$ cat src/rtl/uart_pkg.sv
// Shared types and helpers for the UART receive path: trigger-level encodings,
// the timeout FSM state type and the per-character FIFO entry.
package uart_pkg;

    localparam logic [1:0] TRIG_1  = 2'b00;
    localparam logic [1:0] TRIG_4  = 2'b01;
    localparam logic [1:0] TRIG_8  = 2'b10;
    localparam logic [1:0] TRIG_14 = 2'b11;

    typedef enum logic [1:0] {
        TO_EMPTY,
        TO_WAIT,
        TO_TOUT
    } tout_state_e;

    typedef struct packed {
        logic       bi;
        logic       fe;
        logic       pe;
        logic [7:0] data;
    } rx_entry_t;

    function automatic int unsigned trig_count(input logic [1:0] lvl);
        int unsigned cnt;
        case (lvl)
            TRIG_1:  cnt = 1;
            TRIG_4:  cnt = 4;
            TRIG_8:  cnt = 8;
            default: cnt = 14;
        endcase
        return cnt;
    endfunction

endpackage

$ cat src/rtl/uart_sync_fifo.sv
// Single-clock first-word-fall-through FIFO; the head entry is always visible on rd_data.
// A simultaneous write and read while full is accepted (the head leaves as the new word lands).
module uart_sync_fifo #(
    parameter int WIDTH = 11,
    parameter int DEPTH = 16
) (
    input  logic                     clk,
    input  logic                     rst,
    input  logic                     clr,
    input  logic                     wr_en,
    input  logic [WIDTH-1:0]         wr_data,
    input  logic                     rd_en,
    output logic [WIDTH-1:0]         rd_data,
    output logic [$clog2(DEPTH):0]   count
);

    localparam int AW = $clog2(DEPTH);
    localparam logic [AW:0] FULL_CNT = (AW+1)'(DEPTH);

    logic [WIDTH-1:0] mem [DEPTH];
    logic [AW-1:0]    wr_ptr;
    logic [AW-1:0]    rd_ptr;
    logic             rd_ok;
    logic             wr_ok;

    assign rd_ok = rd_en && (count != '0);
    assign wr_ok = wr_en && ((count != FULL_CNT) || rd_ok);

    always_ff @(posedge clk or posedge rst) begin
        if (rst) begin
            wr_ptr <= '0;
            rd_ptr <= '0;
            count  <= '0;
        end else if (clr) begin
            wr_ptr <= '0;
            rd_ptr <= '0;
            count  <= '0;
        end else begin
            if (wr_ok) wr_ptr <= wr_ptr + 1'b1;
            if (rd_ok) rd_ptr <= rd_ptr + 1'b1;
            case ({wr_ok, rd_ok})
                2'b10:   count <= count + 1'b1;
                2'b01:   count <= count - 1'b1;
                default: count <= count;
            endcase
        end
    end

    // Storage carries no reset; consumers gate rd_data with count.
    always_ff @(posedge clk) begin
        if (wr_ok && !clr) mem[wr_ptr] <= wr_data;
    end

    assign rd_data = mem[rd_ptr];

endmodule

$ cat src/rtl/uart_rx_fifo_ctrl.sv
// Receive FIFO controller: capacity/overrun policy, error tracking, character timeout
// and the registered receive interrupt around a FWFT storage FIFO.
module uart_rx_fifo_ctrl
    import uart_pkg::*;
#(
    parameter int DEPTH      = 16,
    parameter int TOUT_TICKS = 640
) (
    input  logic                     clk,
    input  logic                     rst,
    input  logic                     baud_pulse,
    input  logic                     fifo_en,
    input  logic                     fifo_clr,
    input  logic [1:0]               trig_lvl,
    input  logic                     rx_push,
    input  logic [7:0]               rx_data,
    input  logic                     rx_pe,
    input  logic                     rx_fe,
    input  logic                     rx_bi,
    input  logic                     rd,
    input  logic                     lsr_rd,
    output logic [7:0]               rd_data,
    output logic                     head_pe,
    output logic                     head_fe,
    output logic                     head_bi,
    output logic                     dr,
    output logic                     oe,
    output logic                     fifo_err,
    output logic [$clog2(DEPTH):0]   level,
    output logic                     rx_irq,
    output logic                     tout
);

    localparam int LW = $clog2(DEPTH) + 1;
    localparam int CW = $clog2(TOUT_TICKS + 1);

    tout_state_e   state_q, state_d;
    logic [CW-1:0] cnt_q, cnt_d;
    logic [LW-1:0] err_cnt;
    logic [LW-1:0] cap;
    logic [LW-1:0] lvl_nxt;
    logic [LW-1:0] trig;
    rx_entry_t     wr_entry;
    rx_entry_t     head;
    logic          fifo_en_q;
    logic          clr;
    logic          full;
    logic          rd_ok;
    logic          overrun;
    logic          overwrite;
    logic          fifo_wr;
    logic          fifo_rd;
    logic          irq_d;

    // A mode change flushes the FIFO exactly like an explicit clear.
    assign clr       = fifo_clr || (fifo_en != fifo_en_q);
    assign cap       = fifo_en ? LW'(DEPTH) : LW'(1);
    assign full      = (level == cap);
    assign rd_ok     = !clr && rd && (level != '0);
    assign overrun   = !clr && rx_push && full && !rd_ok;
    assign overwrite = overrun && !fifo_en;
    assign fifo_wr   = !clr && rx_push && (!full || rd_ok || !fifo_en);
    assign fifo_rd   = rd_ok || overwrite;
    assign trig      = LW'(trig_count(trig_lvl));
    assign wr_entry  = '{bi: rx_bi, fe: rx_fe, pe: rx_pe, data: rx_data};

    uart_sync_fifo #(
        .WIDTH ($bits(rx_entry_t)),
        .DEPTH (DEPTH)
    ) u_fifo (
        .clk     (clk),
        .rst     (rst),
        .clr     (clr),
        .wr_en   (fifo_wr),
        .wr_data (wr_entry),
        .rd_en   (fifo_rd),
        .rd_data (head),
        .count   (level)
    );

    always_comb begin
        lvl_nxt = level;
        if (clr) begin
            lvl_nxt = '0;
        end else begin
            case ({fifo_wr, fifo_rd})
                2'b10:   lvl_nxt = level + 1'b1;
                2'b01:   lvl_nxt = level - 1'b1;
                default: lvl_nxt = level;
            endcase
        end
    end

    always_ff @(posedge clk or posedge rst) begin
        if (rst) begin
            fifo_en_q <= 1'b1;
            oe        <= 1'b0;
            err_cnt   <= '0;
        end else begin
            fifo_en_q <= fifo_en;
            if (overrun)     oe <= 1'b1;
            else if (lsr_rd) oe <= 1'b0;
            if (clr) begin
                err_cnt <= '0;
            end else begin
                case ({fifo_wr && (rx_pe || rx_fe || rx_bi),
                       fifo_rd && (head.pe || head.fe || head.bi)})
                    2'b10:   err_cnt <= err_cnt + 1'b1;
                    2'b01:   err_cnt <= err_cnt - 1'b1;
                    default: err_cnt <= err_cnt;
                endcase
            end
        end
    end

    // Any character arrival or accepted read restarts the idle count.
    always_comb begin
        state_d = state_q;
        cnt_d   = cnt_q;
        if (!fifo_en || lvl_nxt == '0) begin
            state_d = TO_EMPTY;
            cnt_d   = '0;
        end else if (rx_push || fifo_rd || state_q == TO_EMPTY) begin
            state_d = TO_WAIT;
            cnt_d   = '0;
        end else if (state_q == TO_WAIT && baud_pulse) begin
            cnt_d = cnt_q + 1'b1;
            if (cnt_d == CW'(TOUT_TICKS)) state_d = TO_TOUT;
        end
    end

    always_comb begin
        irq_d = 1'b0;
        if (fifo_en) irq_d = (lvl_nxt >= trig) || (state_d == TO_TOUT);
        else         irq_d = (lvl_nxt != '0);
    end

    always_ff @(posedge clk or posedge rst) begin
        if (rst) begin
            state_q <= TO_EMPTY;
            cnt_q   <= '0;
            rx_irq  <= 1'b0;
        end else begin
            state_q <= state_d;
            cnt_q   <= cnt_d;
            rx_irq  <= irq_d;
        end
    end

    assign dr       = (level != '0);
    assign rd_data  = dr ? head.data : 8'h00;
    assign head_pe  = dr && head.pe;
    assign head_fe  = dr && head.fe;
    assign head_bi  = dr && head.bi;
    assign fifo_err = (err_cnt != '0);
    assign tout     = (state_q == TO_TOUT);

endmodule

$ cat config.mk
export PLATFORM = sky130hd
export DESIGN_NAME = uart_rx_fifo_ctrl
export DESIGN_NICKNAME = d
export VERILOG_FILES = /design/src/rtl/uart_pkg.sv /design/src/rtl/uart_sync_fifo.sv /design/src/rtl/uart_rx_fifo_ctrl.sv
export SDC_FILE = /design/constraint.sdc
export NUM_CORES = 1
export LEC_CHECK = 0
export ABC_AREA = 1
export CAP_MARGIN = 10
export CORE_MARGIN = 1.5
export CORE_UTILIZATION = 44
export DETAILED_ROUTE_END_ITERATION = 8
export PLACE_DENSITY_LB_ADDON = 0.3
export SETUP_SLACK_MARGIN = 0.5
export SLEW_MARGIN = 20
export SYNTH_ARGS = -nofsm -noshare
export SYNTH_HDL_FRONTEND = slang
export SYNTH_HIERARCHICAL = 1
export SYNTH_SLANG_ARGS = --single-unit
export TNS_END_PERCENT = 5
$ cat constraint.sdc
create_clock -name clk -period 6.9 [get_ports clk]
set_input_delay 1.38 -clock clk [delete_from_list [all_inputs] [get_ports clk]]
set_output_delay 1.38 -clock clk [all_outputs]
set_load 0.01 [all_outputs]
**Cells by drive strength**

(2 px per micron)
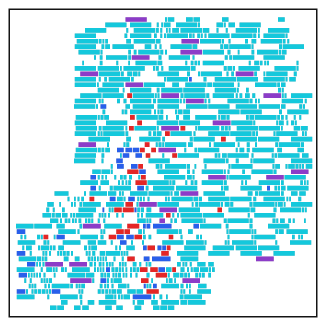
purple -> x6 and larger  # cells 27, share 2.8%
blue -> x2  # cells 44, share 4.5%
red -> x3 and x4  # cells 39, share 4.0%
cyan -> x1 and smaller  # cells 865, share 89%

**Nets reached from selected ports**

(2 px per micron)
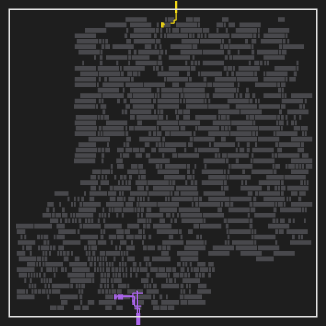
purple -> trig_lvl  # bits 2, direction input, edge bottom, end cells 4, wire 54.7 microns
yellow -> head_pe  # bits 1, direction output, edge top, end cells 1, wire 10.4 microns

**The metal 1 layer**

(4 px per micron) Supply wires on this layer in grey.
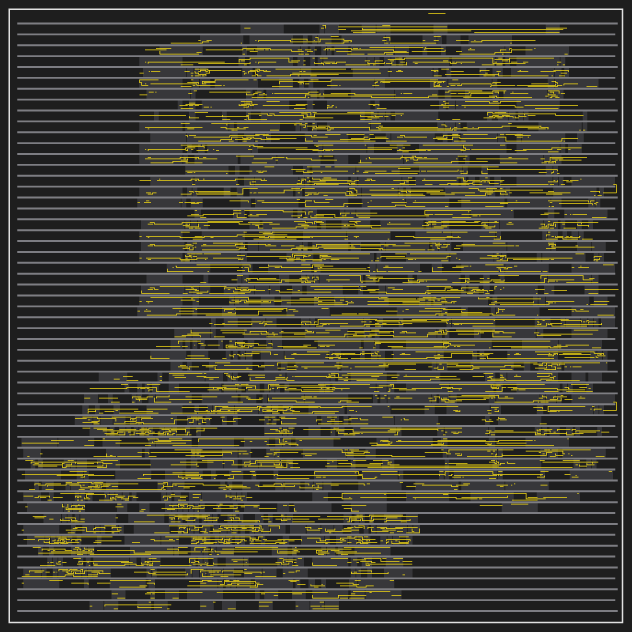
wire length on this layer = 10100 microns
share of all routed wire = 44%
main direction = horizontal
longest straight run = 58.9 microns
nets with wire on the layer = 935

**Local utilization**

(2 px per micron) 15 x 15 tiles, from dark blue (low) to red (high), 0 to 100% covered.
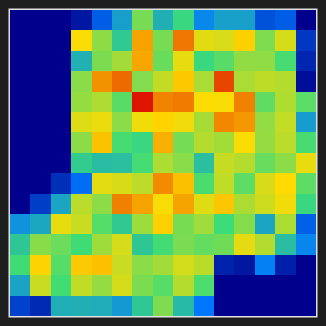
nearly empty tiles = 17%
mean over tiles = 47%
fullest tile = 98%
tiles over 75% full = 12%

==> flow_metrics.py <==
# Auto-generated metrics
metrics = {
    "run_status": {
        "status": "complete, but fails checks",
        "violations": "design-rule violations",
    },
    "sta": {
        "fin_crit_ns": 4.87,
        "hold_viol": 0,
        "clock-skew-final_ns": 0.0190,
        "drv_slew": 0,
    },
    "place": {
        "port_buffers": 41,
        "gp_congestion": 0.834,
        "post-place-cells": 1215,
    },
    "route": {
        "drt_drc_violations_left": 1,
    },
    "pwr": {
        "leakage_nw": 4.25,
        "top_power_group": "registers",
    },
    "cells_and_area": {
        "areaGrowthSynthToFinish_pct": 14.5,
        "fin_util_pct": 51.6,
        "clk_share_pct": 6.48,
        "comb_area_share_pct": 29.0,
        "diodes": 0,
        "largest_register": "u_fifo/mem",
        "fin_nets": 1004,
        "largest_registers": "u_fifo/mem: 176 flops, cnt_q: 10 flops",
        "n_all_inverters": 81,
        "final_cell_mix": "176 x edfxtp_1, 154 x nor2_1, 112 x nand2_1, 76 x inv_1, 57 x o21ai_0",
        "clkbuf_count": 28,
    },
    "synthesis": {
        "area_leaders": "edfxtp_1 53%, dfrtp_1 8.1%, nor2_1 5.8%",
        "synth_nets": 961,
        "synth_area_leader_cell": "edfxtp_1",
        "syn_inst": 917,
    },
    "die": {
        "die_area_sq_um": 23400,
        "ioPinCount": 42,
        "fp.dieW_microns": 153,
    },
    "critical_path": {
        "crit_buf_inv": 3,
        "crit_path_end_kind": "register",
        "required_ns": 7.30,
        "cpMostUsedCell": "nand2_1",
        "crit_fanout": 11,
    },
    "clocking": {
        "clkLatencyLatePin_ns": 0.51,
    },
    "run": {
        "max_cap_viol_count": 0,
    },
}
-- synth_stat cells, drive strengths merged --
| cell type | number |
|---|---|
| o21a | 1 |
| clkbuf | 10 |
| a211oi | 7 |
| or2 | 2 |
| o211ai | 44 |
| buf | 30 |
| nor3 | 17 |
| edfxtp | 176 |
| fa | 3 |
| nand2 | 120 |
| xor2 | 7 |
| nor2 | 162 |
| inv | 81 |
| or3 | 1 |
| nor3b | 2 |
| a21oi | 22 |
| dfstp | 1 |
| ha | 20 |
| nand4 | 10 |
| nand3 | 62 |
| xnor2 | 5 |
| o21ai | 99 |
| dfrtp | 32 |
| a21boi | 2 |
| nand3b | 1 |
-- through the flow --
stage	hold WS (ns)	total power, mW
2_1_floorplan	0.492	1.44
3_3_place_gp	0.512	1.49
3_5_place_dp	0.511	1.49
4_1_cts	0.528	2.68
5_1_grt	0.549	2.74
6_report	0.529	2.67
-- logic make-up (layout without fill, tap and decap cells) --
logic type / Yosys count / after routing / synth area share (%)
AND-OR/OR-AND: 175 / 175 / 11.0
buffers and inverters: 121 / 179 / 5.75
adder cells (fa/ha/maj): 23 / 23 / 3.14
XOR/XNOR: 12 / 12 / 1.06
AND/OR/NAND/NOR: 377 / 377 / 17.3
flip-flops: 209 / 209 / 61.8
-- final timing paths --
check,endpoint,start,cells past startpoint
worst max-delay path,cnt_q[2]$_DFFE_PP0P_,fifo_en,19
worst min-delay path,oe$_DFFE_PP0P_,oe$_DFFE_PP0P_,2
worst max register to register,cnt_q[2]$_DFFE_PP0P_,u_fifo/count[0]$_DFFE_PP0P_,17
worst min register to register,oe$_DFFE_PP0P_,oe$_DFFE_PP0P_,2
max in group asynchronous,cnt_q[9]$_DFFE_PP0P_,rst,2
min in group asynchronous,u_fifo/rd_ptr[0]$_DFFE_PP0P_,rst,2
Power is estimated from default activity; no workload was simulated.
